==> config.mk <==
export PLATFORM = sky130hd
export DESIGN_NAME = byte_memory_arbiter_flat
export DESIGN_NICKNAME = d
export VERILOG_FILES = /design/src/rtl/byte_memory_arbiter_if.sv /design/src/rtl/byte_memory_arbiter.sv /design/src/flat_wrapper.sv
export SDC_FILE = /design/constraint.sdc
export NUM_CORES = 1
export LEC_CHECK = 0
export CAP_MARGIN = 40
export CORE_MARGIN = 2
export CORE_UTILIZATION = 40
export CTS_CLUSTER_DIAMETER = 50
export CTS_CLUSTER_SIZE = 40
export DETAILED_ROUTE_END_ITERATION = 10
export GPL_TIMING_DRIVEN = 0
export PLACE_DENSITY = 0.74
export SLEW_MARGIN = 20
export SYNTH_ARGS = -nofsm -noshare
export SYNTH_HDL_FRONTEND = slang
export SYNTH_SLANG_ARGS = --single-unit
==> constraint.sdc <==
create_clock -name clk -period 2.3 [get_ports clk]
set_input_delay 0.46 -clock clk [delete_from_list [all_inputs] [get_ports clk]]
set_output_delay 0.46 -clock clk [all_outputs]
set_load 0.005 [all_outputs]
==> src/rtl/byte_memory_arbiter_if.sv <==
// Requester handshake and memory-bus bundle for byte_memory_arbiter.
// slave  : the arbiter side (takes requests, drives grants and the memory bus).
// master : the environment side (requesters plus the byte memory itself).
interface byte_memory_arbiter_if #(
  parameter int DATA_W = 8,
  parameter int ADDR_W = 2
);
  logic              req0;
  logic              we0;
  logic [ADDR_W-1:0] addr0;
  logic [DATA_W-1:0] wdata0;
  logic              gnt0;
  logic              done0;

  logic              req1;
  logic              we1;
  logic [ADDR_W-1:0] addr1;
  logic [DATA_W-1:0] wdata1;
  logic              gnt1;
  logic              done1;

  logic [DATA_W-1:0] rdata;
  logic              busy;

  logic [ADDR_W-1:0] mem_addr;
  logic [DATA_W-1:0] mem_data;
  logic              mem_store;
  logic [DATA_W-1:0] mem_q;

  modport slave (
    input  req0, we0, addr0, wdata0, req1, we1, addr1, wdata1, mem_q,
    output gnt0, done0, gnt1, done1, rdata, busy, mem_addr, mem_data, mem_store
  );

  modport master (
    output req0, we0, addr0, wdata0, req1, we1, addr1, wdata1, mem_q,
    input  gnt0, done0, gnt1, done1, rdata, busy, mem_addr, mem_data, mem_store
  );
endinterface

==> src/rtl/byte_memory_arbiter.sv <==
// Two-requester arbiter and store sequencer for a 2^ADDR_W x DATA_W latch-based
// byte memory. Address and data are set up one cycle before the store strobe and
// held HOLD_CYCLES (1..15) cycles after it, so no latch sees them move while open.
// Optional build macro BYTE_MEMORY_ARBITER_ROUND_ROBIN_EN: round-robin tie-break;
// when undefined, requester 0 always wins a tie (fixed priority).
module byte_memory_arbiter #(
  parameter int DATA_W      = 8,
  parameter int ADDR_W      = 2,
  parameter int HOLD_CYCLES = 1
) (
  input logic                  clk,
  input logic                  reset,
  byte_memory_arbiter_if.slave bus
);

  typedef enum logic [2:0] {IDLE, SETUP, STROBE, HOLD, CAPTURE, DONE} state_t;

  localparam logic [3:0] HOLD_LOAD = 4'(HOLD_CYCLES - 1);

  state_t            state, state_next;
  logic              gnt0, gnt0_next;
  logic              gnt1, gnt1_next;
  logic              done0, done0_next;
  logic              done1, done1_next;
  logic              store, store_next;
  logic              busy, busy_next;
  logic              we_q, we_next;
  logic [ADDR_W-1:0] addr_q, addr_next;
  logic [DATA_W-1:0] data_q, data_next;
  logic [DATA_W-1:0] rdata_q, rdata_next;
  logic [3:0]        cnt, cnt_next;
  logic              pick1;
`ifdef BYTE_MEMORY_ARBITER_ROUND_ROBIN_EN
  logic              last_served, last_served_next;
`endif

  // State register and registered outputs; reset aborts any access at once.
  // NOTE: every flop here uses <= so all of them update from the same pre-edge values.
  always_ff @(posedge clk or posedge reset) begin
    if (reset) begin
      state       <= IDLE;
      gnt0        <= 1'b0;
      gnt1        <= 1'b0;
      done0       <= 1'b0;
      done1       <= 1'b0;
      store       <= 1'b0;
      busy        <= 1'b0;
      we_q        <= 1'b0;
      addr_q      <= '0;
      data_q      <= '0;
      rdata_q     <= '0;
      cnt         <= '0;
`ifdef BYTE_MEMORY_ARBITER_ROUND_ROBIN_EN
      last_served <= 1'b1;
`endif
    end else begin
      state       <= state_next;
      gnt0        <= gnt0_next;
      gnt1        <= gnt1_next;
      done0       <= done0_next;
      done1       <= done1_next;
      store       <= store_next;
      busy        <= busy_next;
      we_q        <= we_next;
      addr_q      <= addr_next;
      data_q      <= data_next;
      rdata_q     <= rdata_next;
      cnt         <= cnt_next;
`ifdef BYTE_MEMORY_ARBITER_ROUND_ROBIN_EN
      last_served <= last_served_next;
`endif
    end
  end

  // Next-state and next-output logic for the setup/strobe/hold/capture sequence.
  // NOTE: every variable gets its hold value first so no path can infer a latch.
  always_comb begin
    state_next  = state;
    gnt0_next   = gnt0;
    gnt1_next   = gnt1;
    done0_next  = 1'b0;
    done1_next  = 1'b0;
    store_next  = 1'b0;
    we_next     = we_q;
    addr_next   = addr_q;
    data_next   = data_q;
    rdata_next  = rdata_q;
    cnt_next    = cnt;
    pick1       = 1'b0;
`ifdef BYTE_MEMORY_ARBITER_ROUND_ROBIN_EN
    last_served_next = last_served;
    // On a tie, serve whoever was not served last.
    pick1 = bus.req1 && (!bus.req0 || !last_served);
`else
    // Fixed priority: requester 1 only wins when requester 0 is quiet.
    pick1 = bus.req1 && !bus.req0;
`endif

    unique case (state)
      IDLE: begin
        if (bus.req0 || bus.req1) begin
          state_next = SETUP;
          gnt0_next  = !pick1;
          gnt1_next  = pick1;
          we_next    = pick1 ? bus.we1    : bus.we0;
          addr_next  = pick1 ? bus.addr1  : bus.addr0;
          data_next  = pick1 ? bus.wdata1 : bus.wdata0;
        end
      end
      SETUP: begin
        state_next = we_q ? STROBE : CAPTURE;
        store_next = we_q;
      end
      STROBE: begin
        state_next = HOLD;
        cnt_next   = HOLD_LOAD;
      end
      HOLD: begin
        if (cnt == 4'd0) begin
          state_next = DONE;
          done0_next = gnt0;
          done1_next = gnt1;
        end else begin
          cnt_next = cnt - 4'd1;
        end
      end
      CAPTURE: begin
        state_next = DONE;
        rdata_next = bus.mem_q;
        done0_next = gnt0;
        done1_next = gnt1;
      end
      DONE: begin
        state_next = IDLE;
        gnt0_next  = 1'b0;
        gnt1_next  = 1'b0;
`ifdef BYTE_MEMORY_ARBITER_ROUND_ROBIN_EN
        last_served_next = gnt1;
`endif
      end
      default: state_next = IDLE;
    endcase

    busy_next = (state_next != IDLE);
  end

  assign bus.gnt0      = gnt0;
  assign bus.gnt1      = gnt1;
  assign bus.done0     = done0;
  assign bus.done1     = done1;
  assign bus.rdata     = rdata_q;
  assign bus.busy      = busy;
  assign bus.mem_addr  = addr_q;
  assign bus.mem_data  = data_q;
  assign bus.mem_store = store;

endmodule

==> src/flat_wrapper.sv <==
// flat-port wrapper written by rule: the top's interface ports become plain ports
module byte_memory_arbiter_flat 
#(
  parameter int DATA_W      = 8,
  parameter int ADDR_W      = 2,
  parameter int HOLD_CYCLES = 1
)
  (clk, reset, bus_req0, bus_we0, bus_addr0, bus_wdata0, bus_req1, bus_we1, bus_addr1, bus_wdata1, bus_mem_q, bus_gnt0, bus_done0, bus_gnt1, bus_done1, bus_rdata, bus_busy, bus_mem_addr, bus_mem_data, bus_mem_store);
  byte_memory_arbiter_if #(.DATA_W(DATA_W), .ADDR_W(ADDR_W)) bus_i ();
  input logic clk;
  input logic reset;
  input wire logic [$bits(bus_i.req0)-1:0] bus_req0;
  input wire logic [$bits(bus_i.we0)-1:0] bus_we0;
  input wire logic [$bits(bus_i.addr0)-1:0] bus_addr0;
  input wire logic [$bits(bus_i.wdata0)-1:0] bus_wdata0;
  input wire logic [$bits(bus_i.req1)-1:0] bus_req1;
  input wire logic [$bits(bus_i.we1)-1:0] bus_we1;
  input wire logic [$bits(bus_i.addr1)-1:0] bus_addr1;
  input wire logic [$bits(bus_i.wdata1)-1:0] bus_wdata1;
  input wire logic [$bits(bus_i.mem_q)-1:0] bus_mem_q;
  output wire logic [$bits(bus_i.gnt0)-1:0] bus_gnt0;
  output wire logic [$bits(bus_i.done0)-1:0] bus_done0;
  output wire logic [$bits(bus_i.gnt1)-1:0] bus_gnt1;
  output wire logic [$bits(bus_i.done1)-1:0] bus_done1;
  output wire logic [$bits(bus_i.rdata)-1:0] bus_rdata;
  output wire logic [$bits(bus_i.busy)-1:0] bus_busy;
  output wire logic [$bits(bus_i.mem_addr)-1:0] bus_mem_addr;
  output wire logic [$bits(bus_i.mem_data)-1:0] bus_mem_data;
  output wire logic [$bits(bus_i.mem_store)-1:0] bus_mem_store;
  assign bus_i.req0 = bus_req0;
  assign bus_i.we0 = bus_we0;
  assign bus_i.addr0 = bus_addr0;
  assign bus_i.wdata0 = bus_wdata0;
  assign bus_i.req1 = bus_req1;
  assign bus_i.we1 = bus_we1;
  assign bus_i.addr1 = bus_addr1;
  assign bus_i.wdata1 = bus_wdata1;
  assign bus_i.mem_q = bus_mem_q;
  assign bus_gnt0 = bus_i.gnt0;
  assign bus_done0 = bus_i.done0;
  assign bus_gnt1 = bus_i.gnt1;
  assign bus_done1 = bus_i.done1;
  assign bus_rdata = bus_i.rdata;
  assign bus_busy = bus_i.busy;
  assign bus_mem_addr = bus_i.mem_addr;
  assign bus_mem_data = bus_i.mem_data;
  assign bus_mem_store = bus_i.mem_store;
  byte_memory_arbiter #(.DATA_W(DATA_W), .ADDR_W(ADDR_W), .HOLD_CYCLES(HOLD_CYCLES)) u_core (.clk(clk), .reset(reset), .bus(bus_i));
endmodule
m1.png
Scale bar: 20 um. Cells faint in the background.
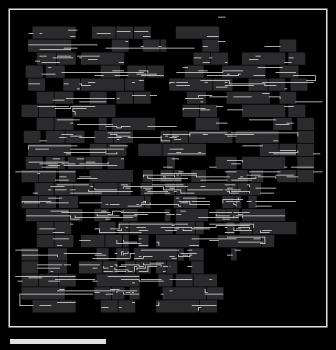
main direction: horizontal
wire length on this layer: 1310 um

==> results.toml <==
# yosys + openroad results
[run_status]
outcome = "finished clean"

[cts]
ctsResizeCount = 0
postCtsSetupRepairBufs = 0
clkSinkCount = 32
cts_tree = "done"
cts.htree.levels = 2
clockBufferDepth = 2
cts_hold_buf = 0
clkTransAtPathRegs_ps = 60
numCtsBuffers = 5
root_buffer = "clkbuf_8"
clk_latency_ps = 290

[floorplanning]
dieHeight_um = 65.9
coreArea_um2 = 3660
dieArea_um2 = 4340
initial_utilization = 0.419
rows = 22
pin_count = 58
dieWidth_um = 65.9

[final_timing]
drv_slew = 0
rsz0062_at_grt = "false"
tns_ps = 0
worstMarginPinSlew_ps = 666
max_freq_mhz = 550
slew_headroom = 0.555
worst_slack_ps = 483
fin_crit_ps = 1820
timing.final.hold_violations = 0
finalSetupViolations = 0
fin_worst_skew_ps = 2.65
finalCritPeriodShare = 0.790

[power]
peakVddDrop_v = 0.000664
p_per_area_nw_per_um2 = 1130
p_leak_nw = 0.954

[place]
dpl.hpwl_um = 2520
port_buffers = 57
gp_congestion = 0.737
dp.cells = 221
pre_cts_ws_ps = 168

[yosys]
ys_top_cells_by_count = "32 x dfrtp_1, 30 x mux2_2, 5 x inv_1, 4 x nand2b_1, 4 x nor2b_1"
ys_cells = 116
netlist_instances = 116
yosysTopAreaCellShare = 0.522
fp_nets = 152
largest_area_cell = "dfrtp_1"
yosysWarnings = 0
most_common_cell = "dfrtp_1"
ys_seq_frac = 0.522
ys_area_um2 = 1530
async_flop_share = 1.00
area_leaders = "dfrtp_1 52%, mux2_2 22%, ha_1 1.6%, nand2b_1 1.6%, nor2b_1 1.6%"
syn_area_um2 = 1530
syn_avg_cell_area_um2 = 13.2
synth_flops = 32
edf_count = 0
synth.distinct_cells = 33
yosys_most_used_dff = "dfrtp_1"

[critical_path]
crit_slowest_cell = "clkdlybuf4s50_1"
cp_max_fo = 10
r2r-end = "u_core.bus.done0"
crit_path_start = "bus_req0"
path_cells = "clkdlybuf4s50_1 -> nand2b_4 -> buf_4 -> mux2_2 -> mux2_2"
crit_arrival_ps = 1990
crit_end = "u_core.bus.mem_data[6]"
end_kind = "flip-flop"
reg2reg_slack_ps = 680
start_kind = "input port"
reg2reg_from = "u_core.cnt[0]"
critPathRequiredTime_ps = 2470
critical_path_class = "in2reg"
critical_path.most_common_cell = "mux2_2"
r2r_cells = 5
cp_slowest_stage_delay_ps = 550

[grt]
grt_max_degree = 33
grt_pass1_vias = 1192
grt_pass1_wl_um = 5540
overflow = 0
antenna_found_initial = 0
grt_usage = 0.175

[worst_hold_path]
hold_path_end = "u_core.bus.rdata[6]"
whs_path_depth = 1
hold_start = "u_core.bus.rdata[6]"
hold_path_class = "reg2reg"

[route]
drtAntennaViolNets = 0
routedWlPerCell_um = 14.5
first_pass_iters = 4
avgViaCountPerCell = 5.10
drtIter0Drc = 35
drc = 0

[finish]
diodes = 0
nets = 216
drive_gt1_frac = 0.271
most-common-layout-cells = "57 x clkdlybuf4s50_1, 32 x dfrtp_1, 30 x mux2_2"
stdcell_count = 229
area_growth_pct = 47.2
lay_top_count = "clkdlybuf4s50_1"

[job]
drv_cap = 0
warnings = 27
m2.png
Cells faint in the background.
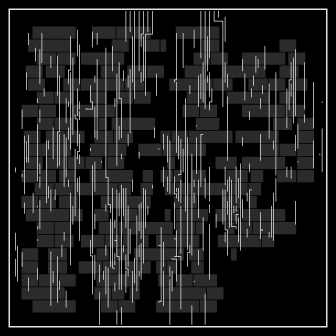
share of all routed wire: 49%
nets with wire on the layer: 194
DR vias: 1168
Routed WL: 3330 um
met2 Use GR: 0.301

[worst max-delay path: cells and delay by family]
kind,cells,cell delay (ps)
AND/OR/NAND/NOR,1,170
multiplexers,2,620
buffers and inverters,2,740
[layout make-up]
cell class | count | area (um^2)
inverters | 5 | 18.8
multi-input cells | 74 | 681
repair buffers | 57 | 571
well taps | 48 | 60.1
clock inverters | 2 | 10.0
plain buffers | 5 | 32.5
fillers | 306 | 1410
flip-flops and latches | 32 | 801
clock buffers | 6 | 82.6
[per-stage QoR]
stage          power [W]  hold slack [ps]  utilization  area, um^2
5_1_grt          0.00272              525        0.616        2260
3_5_place_dp     0.00212              498        0.591        2160
4_1_cts          0.00258              510        0.616        2260
6_report         0.00254              505        0.616        2260
2_1_floorplan    0.00153              455            -        1530
3_3_place_gp     0.00207              487        0.591        2160
[metal layers]
layer  up-vias  track usage  routed length, um
li1        546            -                  -
met1       571        0.181               1310
met2        45        0.301               1650
met3         6       0.0767                298
met4         0       0.0859                 73
met5         -            0                  0
[logic make-up (layout without fill, tap and decap cells)]
| kind of cell | count (synthesis) | after routing | share of synthesized area |
|---|---|---|---|
| xor+xnor | 1 | 1 | 0.00572 |
| flops | 32 | 32 | 0.522 |
| fa+ha+maj | 2 | 2 | 0.0163 |
| compound gates | 18 | 18 | 0.0882 |
| mux | 31 | 31 | 0.227 |
| simple gates | 22 | 22 | 0.107 |
| buf+inv | 10 | 75 | 0.0335 |
[power breakdown]
group	switching, W	leakage [nW]	internal (W)	total (W)
Sequential	0.000131	0.394	0.000801	0.000932
Combinational	0.000407	0.510	0.000756	0.00116
Clock	0.000211	0.0510	0.000238	0.000450
Total	0.000749	0.954	0.00180	0.00254
Power figures rest on the tool's default switching activity, not on a simulated workload.
